--- src/rtl/rvm_ifu_pkg.sv ---
// Shared types and constants for the rvm instruction fetch unit.
package rvm_ifu_pkg;

    localparam int unsigned XLEN = 32;
    localparam logic [XLEN-1:0] RESET_PC_DEFAULT = 32'h0000_0000;
    localparam logic [XLEN-1:0] PC_STEP = XLEN'(4);

    // Fetch FSM states
    typedef enum logic [1:0] {
        ST_IDLE = 2'd0,
        ST_REQ  = 2'd1,
        ST_WAIT = 2'd2
    } ifu_state_e;

    // Delivered instruction payload: word plus the address it came from
    typedef struct packed {
        logic [XLEN-1:0] pc;
        logic [XLEN-1:0] rdata;
    } ifu_instr_t;

    function automatic logic is_word_aligned(input logic [XLEN-1:0] addr);
        return (addr[1:0] == 2'b00);
    endfunction

endpackage

--- src/rtl/rvm_ifu.sv ---
// Instruction fetch unit: single-outstanding word fetch with deferred redirects.
module rvm_ifu
    import rvm_ifu_pkg::*;
#(
    parameter logic [XLEN-1:0] RESET_PC = RESET_PC_DEFAULT
) (
    input  logic            clk,
    input  logic            resetn,
    input  logic            fetch_en,
    input  logic            pc_load,
    input  logic [XLEN-1:0] pc_load_addr,
    output logic            mem_req,
    output logic [XLEN-1:0] mem_addr,
    input  logic            mem_gnt,
    input  logic            mem_rvalid,
    input  logic [XLEN-1:0] mem_rdata,
    output logic            instr_valid,
    output logic [XLEN-1:0] instr_rdata,
    output logic [XLEN-1:0] instr_pc,
    output logic            fetch_misaligned,
    output logic            busy
);

    ifu_state_e      state_q, state_d;
    logic [XLEN-1:0] pc_q, pc_d;
    logic            pend_q, pend_d;
    logic [XLEN-1:0] pend_addr_q, pend_addr_d;
    logic            mem_req_q, mem_req_d;
    logic [XLEN-1:0] mem_addr_q, mem_addr_d;
    logic            instr_valid_q, instr_valid_d;
    ifu_instr_t      instr_q, instr_d;
    logic            misaligned_q, misaligned_d;
    logic            busy_q, busy_d;

    logic [XLEN-1:0] fetch_addr_c;
    logic            redir_c;
    logic [XLEN-1:0] redir_addr_c;

    // A same-cycle pc_load wins over the held PC / pending redirect
    assign fetch_addr_c = pc_load ? pc_load_addr : pc_q;
    assign redir_c      = pc_load | pend_q;
    assign redir_addr_c = pc_load ? pc_load_addr : pend_addr_q;

    // State register
    always_ff @(posedge clk or negedge resetn) begin
        if (!resetn) begin
            state_q <= ST_IDLE;
        end else begin
            state_q <= state_d;
        end
    end

    // Next-state logic
    always_comb begin
        state_d = state_q;
        unique case (state_q)
            ST_IDLE: if (fetch_en && is_word_aligned(fetch_addr_c)) state_d = ST_REQ;
            ST_REQ:  if (mem_gnt)    state_d = ST_WAIT;
            ST_WAIT: if (mem_rvalid) state_d = ST_IDLE;
            default: state_d = ST_IDLE;
        endcase
    end

    // Output and datapath next values
    always_comb begin
        pc_d          = pc_q;
        pend_d        = pend_q;
        pend_addr_d   = pend_addr_q;
        mem_req_d     = mem_req_q;
        mem_addr_d    = mem_addr_q;
        instr_valid_d = 1'b0;
        instr_d       = instr_q;
        misaligned_d  = 1'b0;
        busy_d        = (state_d != ST_IDLE);

        unique case (state_q)
            ST_IDLE: begin
                pc_d = fetch_addr_c;
                if (fetch_en) begin
                    if (is_word_aligned(fetch_addr_c)) begin
                        mem_req_d  = 1'b1;
                        mem_addr_d = fetch_addr_c;
                    end else begin
                        misaligned_d = 1'b1;
                    end
                end
            end
            ST_REQ: begin
                if (pc_load) begin
                    pend_d      = 1'b1;
                    pend_addr_d = pc_load_addr;
                end
                if (mem_gnt) mem_req_d = 1'b0;
            end
            ST_WAIT: begin
                if (pc_load) begin
                    pend_d      = 1'b1;
                    pend_addr_d = pc_load_addr;
                end
                if (mem_rvalid) begin
                    if (redir_c) begin
                        // Response belongs to the abandoned stream: drop it
                        pc_d   = redir_addr_c;
                        pend_d = 1'b0;
                    end else begin
                        instr_valid_d = 1'b1;
                        instr_d.rdata = mem_rdata;
                        instr_d.pc    = pc_q;
                        pc_d          = pc_q + PC_STEP;
                    end
                end
            end
            default: begin
                mem_req_d = 1'b0;
                pend_d    = 1'b0;
            end
        endcase
    end

    // Datapath and output registers
    always_ff @(posedge clk or negedge resetn) begin
        if (!resetn) begin
            pc_q          <= RESET_PC;
            pend_q        <= 1'b0;
            pend_addr_q   <= '0;
            mem_req_q     <= 1'b0;
            mem_addr_q    <= RESET_PC;
            instr_valid_q <= 1'b0;
            instr_q       <= '0;
            misaligned_q  <= 1'b0;
            busy_q        <= 1'b0;
        end else begin
            pc_q          <= pc_d;
            pend_q        <= pend_d;
            pend_addr_q   <= pend_addr_d;
            mem_req_q     <= mem_req_d;
            mem_addr_q    <= mem_addr_d;
            instr_valid_q <= instr_valid_d;
            instr_q       <= instr_d;
            misaligned_q  <= misaligned_d;
            busy_q        <= busy_d;
        end
    end

    assign mem_req          = mem_req_q;
    assign mem_addr         = mem_addr_q;
    assign instr_valid      = instr_valid_q;
    assign instr_rdata      = instr_q.rdata;
    assign instr_pc         = instr_q.pc;
    assign fetch_misaligned = misaligned_q;
    assign busy             = busy_q;

endmodule

--- config.mk ---
export PLATFORM = sky130hd
export DESIGN_NAME = rvm_ifu
export DESIGN_NICKNAME = d
export VERILOG_FILES = /design/src/rtl/rvm_ifu_pkg.sv /design/src/rtl/rvm_ifu.sv
export SDC_FILE = /design/constraint.sdc
export NUM_CORES = 1
export LEC_CHECK = 0
export ABC_AREA = 1
export CAP_MARGIN = 20
export CORE_UTILIZATION = 47
export DETAILED_ROUTE_END_ITERATION = 10
export GPL_ROUTABILITY_DRIVEN = 0
export PLACE_DENSITY = 0.84
export SLEW_MARGIN = 20
export SYNTH_ARGS = -nofsm -noshare
export SYNTH_HDL_FRONTEND = slang
export SYNTH_SLANG_ARGS = --single-unit
--- constraint.sdc ---
create_clock -name clk -period 2 [get_ports clk]
set_clock_uncertainty 0.2 [all_clocks]
set_input_delay 0.2 -clock clk [delete_from_list [all_inputs] [get_ports clk]]
set_output_delay 0.2 -clock clk [all_outputs]
set_load 0.02 [all_outputs]
### I/O nets highlighted, run 1

Scale: 3 px per um.
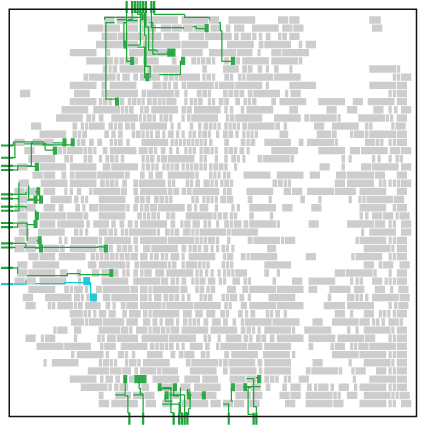
Key: mem_rvalid = cyan [bits 1, direction input, end cells 2, buffers 1, wire 30.2 um]; pc_load_addr = green [bits 32, direction input, end cells 32, buffers 32, wire 591 um]
IO buf count: 169
io pins: 170

### Gate families picked out, run 1

Scale: 3 px per um.
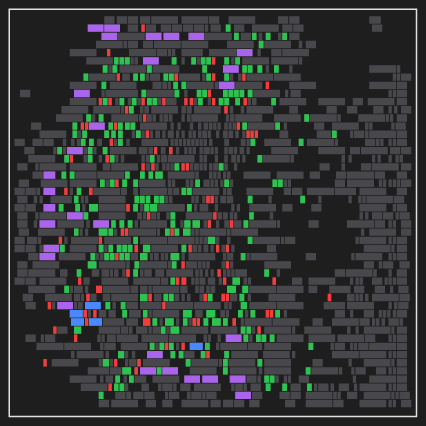
Key: inverters = red [cells 95, most used inv_1]; adder and majority cells = blue [cells 5, most used ha_1, where south-west]; multiplexers = purple [cells 30, most used mux2_4]; inverting AOI/OAI gates = green [cells 221, most used o21ai_0]
logic share of the area: 0.323
Top cell excl fill/tap: nand2_1
Finished Layout Cells: 1441

### Metal 2, run 1

Scale: 2 px per um.
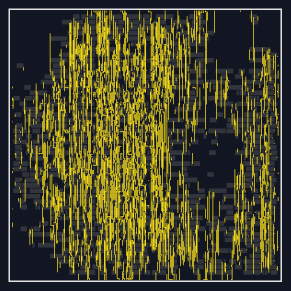
The longest straight run is 51.0 um. The layer carries 10800 um of wire. 1055 nets have wire on it. The wires run mostly vertical. The layer holds 46% of the routed length.
grt met2 use: 0.416
Vias: 7702
final wirelength: 23600 um

==> results.toml, run 1 <==
# physical design summary
[run_status]
status = "finished, final reports clean"

[floorplan]
die_h_um = 135
core.rowCount = 48
dieArea_sq_um = 18300

[power]
clkPwrFrac = 0.178
power.switching_mw = 7.41
cellPowerDensity_nw_per_um2 = 1610
p_leak_nw = 5.18

[global_route]
grt.total_usage = 0.262
overflow = 0

[setup_path]
worstRegToRegCells = 6
crit_path_start_kind = "flop"
path_class = "reg2reg"
crit_arrival_ns = 2.05

[run]
warning_count = 30
drv_cap = 0

[synth]
top_cells_by_area = "dfrtp_1 50%, nand2_1 15%, o21ai_0 10%"
synth_warnings = 0
ys_types = 35
ys_chip_area_sq_um = 8350

[sta]
drv_slew = 0
finalHoldViolations = 0

[finish]
drive_gt1_frac = 0.106
n_antenna_cell = 0
fin_area_sq_um = 11100

[placement]
dp_hpwl_um = 17100

[routing]
drc_errors = 0
==> run 1: Yosys cell counts <==
cell type / number
nor2_8: 1
clkbuf_1: 23
mux2_4: 27
buf_4: 1
o221ai_1: 1
buf_2: 15
buf_12: 3
or2_2: 4
nor2_2: 3
a32oi_1: 6
dfrtp_1: 167
o21ai_2: 1
a21oi_1: 23
xor2_1: 2
o21ai_0: 170
inv_2: 3
o211ai_1: 2
nand2_1: 331
a22oi_1: 5
buf_6: 2
nand2_4: 2
a31oi_1: 5
o21a_1: 1
nor2_1: 69
buf_1: 5
o21ai_1: 5
nand4_1: 2
nor2_4: 3
and2_1: 2
inv_1: 91
mux2_2: 3
o21bai_1: 3
a31o_2: 1
ha_1: 5
nand3_1: 39
==> run 1: path summary, 6_finish.rpt <==
| kind | startpoint | endpoint | slack (ns) |
|---|---|---|---|
| max reg2reg | state_q[1] | mem_addr[28] | 0.07 |
| max | state_q[1] | mem_addr[28] | 0.07 |
| min | resetn | instr_rdata[25] | 0.03 |
| min reg2reg | instr_rdata[6] | instr_rdata[6] | 0.27 |
| min in group clk | pc_load | fetch_misaligned | 0.09 |
| max in group asynchronous | resetn | pc_q[6] | 0.95 |
==> run 1: power by group through the flow <==
stage	clock network [mW]	registers [mW]	logic, mW
after floorplan	0	7.01	3.67
after global placement	0	5.97	8.15
after detailed placement	0	6.03	8.40
after CTS	3.22	6.00	8.47
after global routing	3.36	6.19	9.42
final	3.19	6.02	8.72
==> run 1: through the flow <==
step / TNS [ns] / hold slack, ns
CTS: -0.00785 / 0.0414
finish: 0 / 0.0341
detailed placement: -1.58 / -0.0728
global placement: -0.749 / -0.0759
floorplan: 0 / -0.296
global route: 0 / 0.0517
==> run 1: area by class of cell <==
class,instances,area [sq um]
clock buffers,19,453
clock inverters,12,116
fillers,1406,6180
inverters,94,359
multi-input cells,716,3590
flip-flops and latches,167,4180
well taps,225,282
repair buffers,207,2130
repair inverters,1,5.00
==> run 1: routing by layer <==
metal  up-vias  wire (um)
met1      3590      10100
met4         0        561
li1       3674          -
met5         -          0
met2       392      10800
met3        46       2190
==> run 1: worst max-delay path: stages (launching register included) <==
cell,delay [ns]
dfrtp_1,0.41
inv_1,0.12
ha_1,0.21
inv_1,0.12
nor2_8,0.23
buf_12,0.20
mux2_4,0.31
==> run 1: cell families (layout without fill, tap and decap cells) <==
family | count (synthesis) | in the layout | share of synthesized area
buffers and inverters | 143 | 333 | 0.0747
DFF | 167 | 167 | 0.501
and+or+nand+nor | 456 | 456 | 0.221
muxes | 30 | 30 | 0.0526
xor gates and xnor gates | 2 | 2 | 0.00210
AOI/OAI and AO/OA | 223 | 223 | 0.142
adders and majority gates | 5 | 5 | 0.00750
==> run 1: registers in the layout, summed over array words and instances, names as in the netlist <==
register and count:
instr_pc 32, fetch_misaligned 1, pend_addr_q 32, busy 1
mem_addr 32, state_q 2, mem_req 1, pc_q 32
instr_rdata 32, instr_valid 1, pend_q 1
==> run 1: timing repair <==
action,CTS,global route
buffers inserted,0,1
gates resized,0,16
setup endpoints to repair,1,22
pin swaps,0,2
endpoints found under the hold margin,167,0
cloned,0,2
hold buffers,1,0
### Track usage over the die, run 1

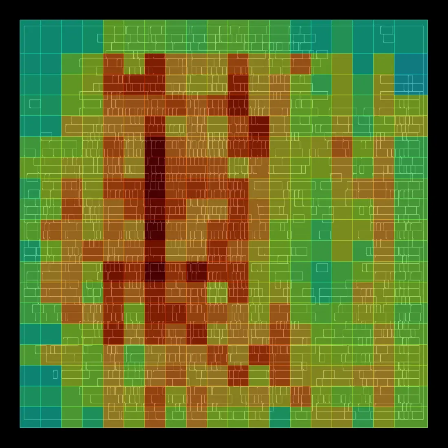

==> run 1 -> run 2 <==
--- a/config.mk
+++ b/config.mk
@@ -10,7 +10,7 @@
 export CORE_UTILIZATION = 47
 export DETAILED_ROUTE_END_ITERATION = 10
 export GPL_ROUTABILITY_DRIVEN = 0
-export PLACE_DENSITY = 0.84
+export PLACE_DENSITY = 0.77
 export SLEW_MARGIN = 20
 export SYNTH_ARGS = -nofsm -noshare
 export SYNTH_HDL_FRONTEND = slang
### Track usage over the die, run 2

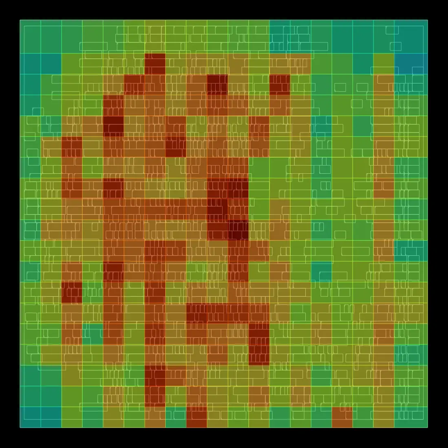
Most Used Layer, Global Route: met2
routed len/inst: 16.0 um
Tot GR Track Use: 0.263
met3 GRT Util: 0.0587
met1 Use GR: 0.371

### Gate families picked out, run 2

Scale: 3 px per um.
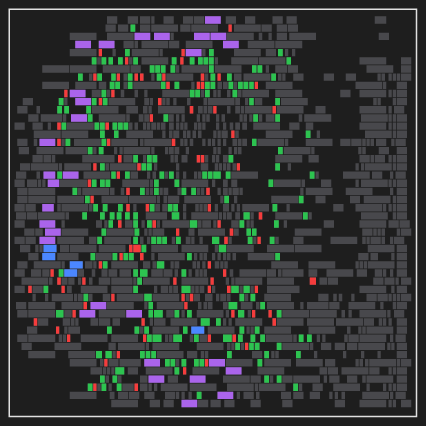
Key: inverters = red [cells 94, most used inv_1]; inverting AOI/OAI gates = green [cells 221, most used o21ai_0]; multiplexers = purple [cells 30, most used mux2_4]; adder and majority cells = blue [cells 5, most used ha_1]
Finished Layout Cells: 1444
logic share of the area: 0.320

==> results.toml, run 2 <==
# physical design summary
[setup_path]
path_class = "reg2out"
worst_path_dominant_cell_family = "buffers and inverters"
worst_path_max_delay_cell = "clkdlybuf4s50_1"
crit_chain = "clkdlybuf4s50_1"

[floorplan]
io_pins = 170
core.rowCount = 48

[synth]
synth-simple-area-share = 0.221
top_cell = "nand2_1"
xor_area_frac = 0.00210
synth-edff-count = 0
ys_chip_area_sq_um = 8350

[finish]
final_layout_top_logic_cell = "nand2_1"
drive_gt1_frac = 0.105

[run]
warning_count = 29

[placement]
dp_hpwl_um = 16600

[sta]
drv_slew = 0
finalHoldViolations = 0

[power]
p_leak_nw = 5.20

[routing]
drt_wl_total_um = 23100

[run_status]
status = "finished, final reports clean"
## run 2: final timing paths
path / start / end
worst min-delay path: resetn / instr_rdata[29]
worst min register to register: instr_rdata[17] / instr_rdata[17]
worst max register to register: state_q[0] / pc_q[12]
worst max-delay path: mem_addr[31] / mem_addr[31]
min in group clk: pc_load / pc_q[0]
max in group asynchronous: resetn / pend_addr_q[27]
## run 2: power by group through the flow
stage	combinational [mW]	clock (mW)	sequential, mW
after floorplan	3.67	0	7.01
after global placement	8.16	0	6.01
after detailed placement	8.35	0	6.04
after CTS	8.40	3.44	6.01
after global routing	9.35	3.59	6.20
final	8.55	3.38	6.02
## run 2: area by class of cell
cell class,count,area [sq um]
clock buffers,17,425
multi-input cells,716,3570
well taps,225,282
inverters,94,359
repair buffers,210,2150
clock inverters,15,180
flip-flops and latches,167,4180
fillers,1462,6150
## run 2: repair_timing
item | CTS | global route
setup endpoints to repair | 0 | 84
endpoints found under the hold margin | 167 | 0
gates resized | 0 | 14
buffers inserted | 0 | 2
hold buffers | 1 | 0
## run 2: cells by family (layout without fill, tap and decap cells)
family / Yosys count / after routing
AND-OR/OR-AND: 223 / 223
XOR/XNOR: 2 / 2
buffers and inverters: 143 / 336
AND/OR/NAND/NOR: 456 / 456
adder cells (fa/ha/maj): 5 / 5
flip-flops: 167 / 167
multiplexers: 30 / 30
## run 2: layer usage
metal,GRT usage,part of all wire,vias up
met5,0,0,-
met4,0.109,0.018,0
met3,0.0587,0.088,39
met2,0.390,0.44,348
met1,0.371,0.45,3521
li1,-,-,3666
## run 2: per-stage QoR
| step | cells | util | setup TNS [ns] | hold slack (ns) |
|---|---|---|---|---|
| 2_1_floorplan | 1026 | - | 0 | -0.296 |
| 3_3_place_gp | 1409 | 0.605 | -0.587 | -0.0633 |
| 3_5_place_dp | 1409 | 0.605 | -0.894 | -0.0549 |
| 4_1_cts | 1442 | 0.640 | 0 | 0.0359 |
| 5_1_grt | 1444 | 0.644 | -0.0900 | 0.0755 |
| 6_report | 1444 | 0.644 | 0 | 0.0489 |
No activity file was given, so power comes from the tool's default toggle rates.
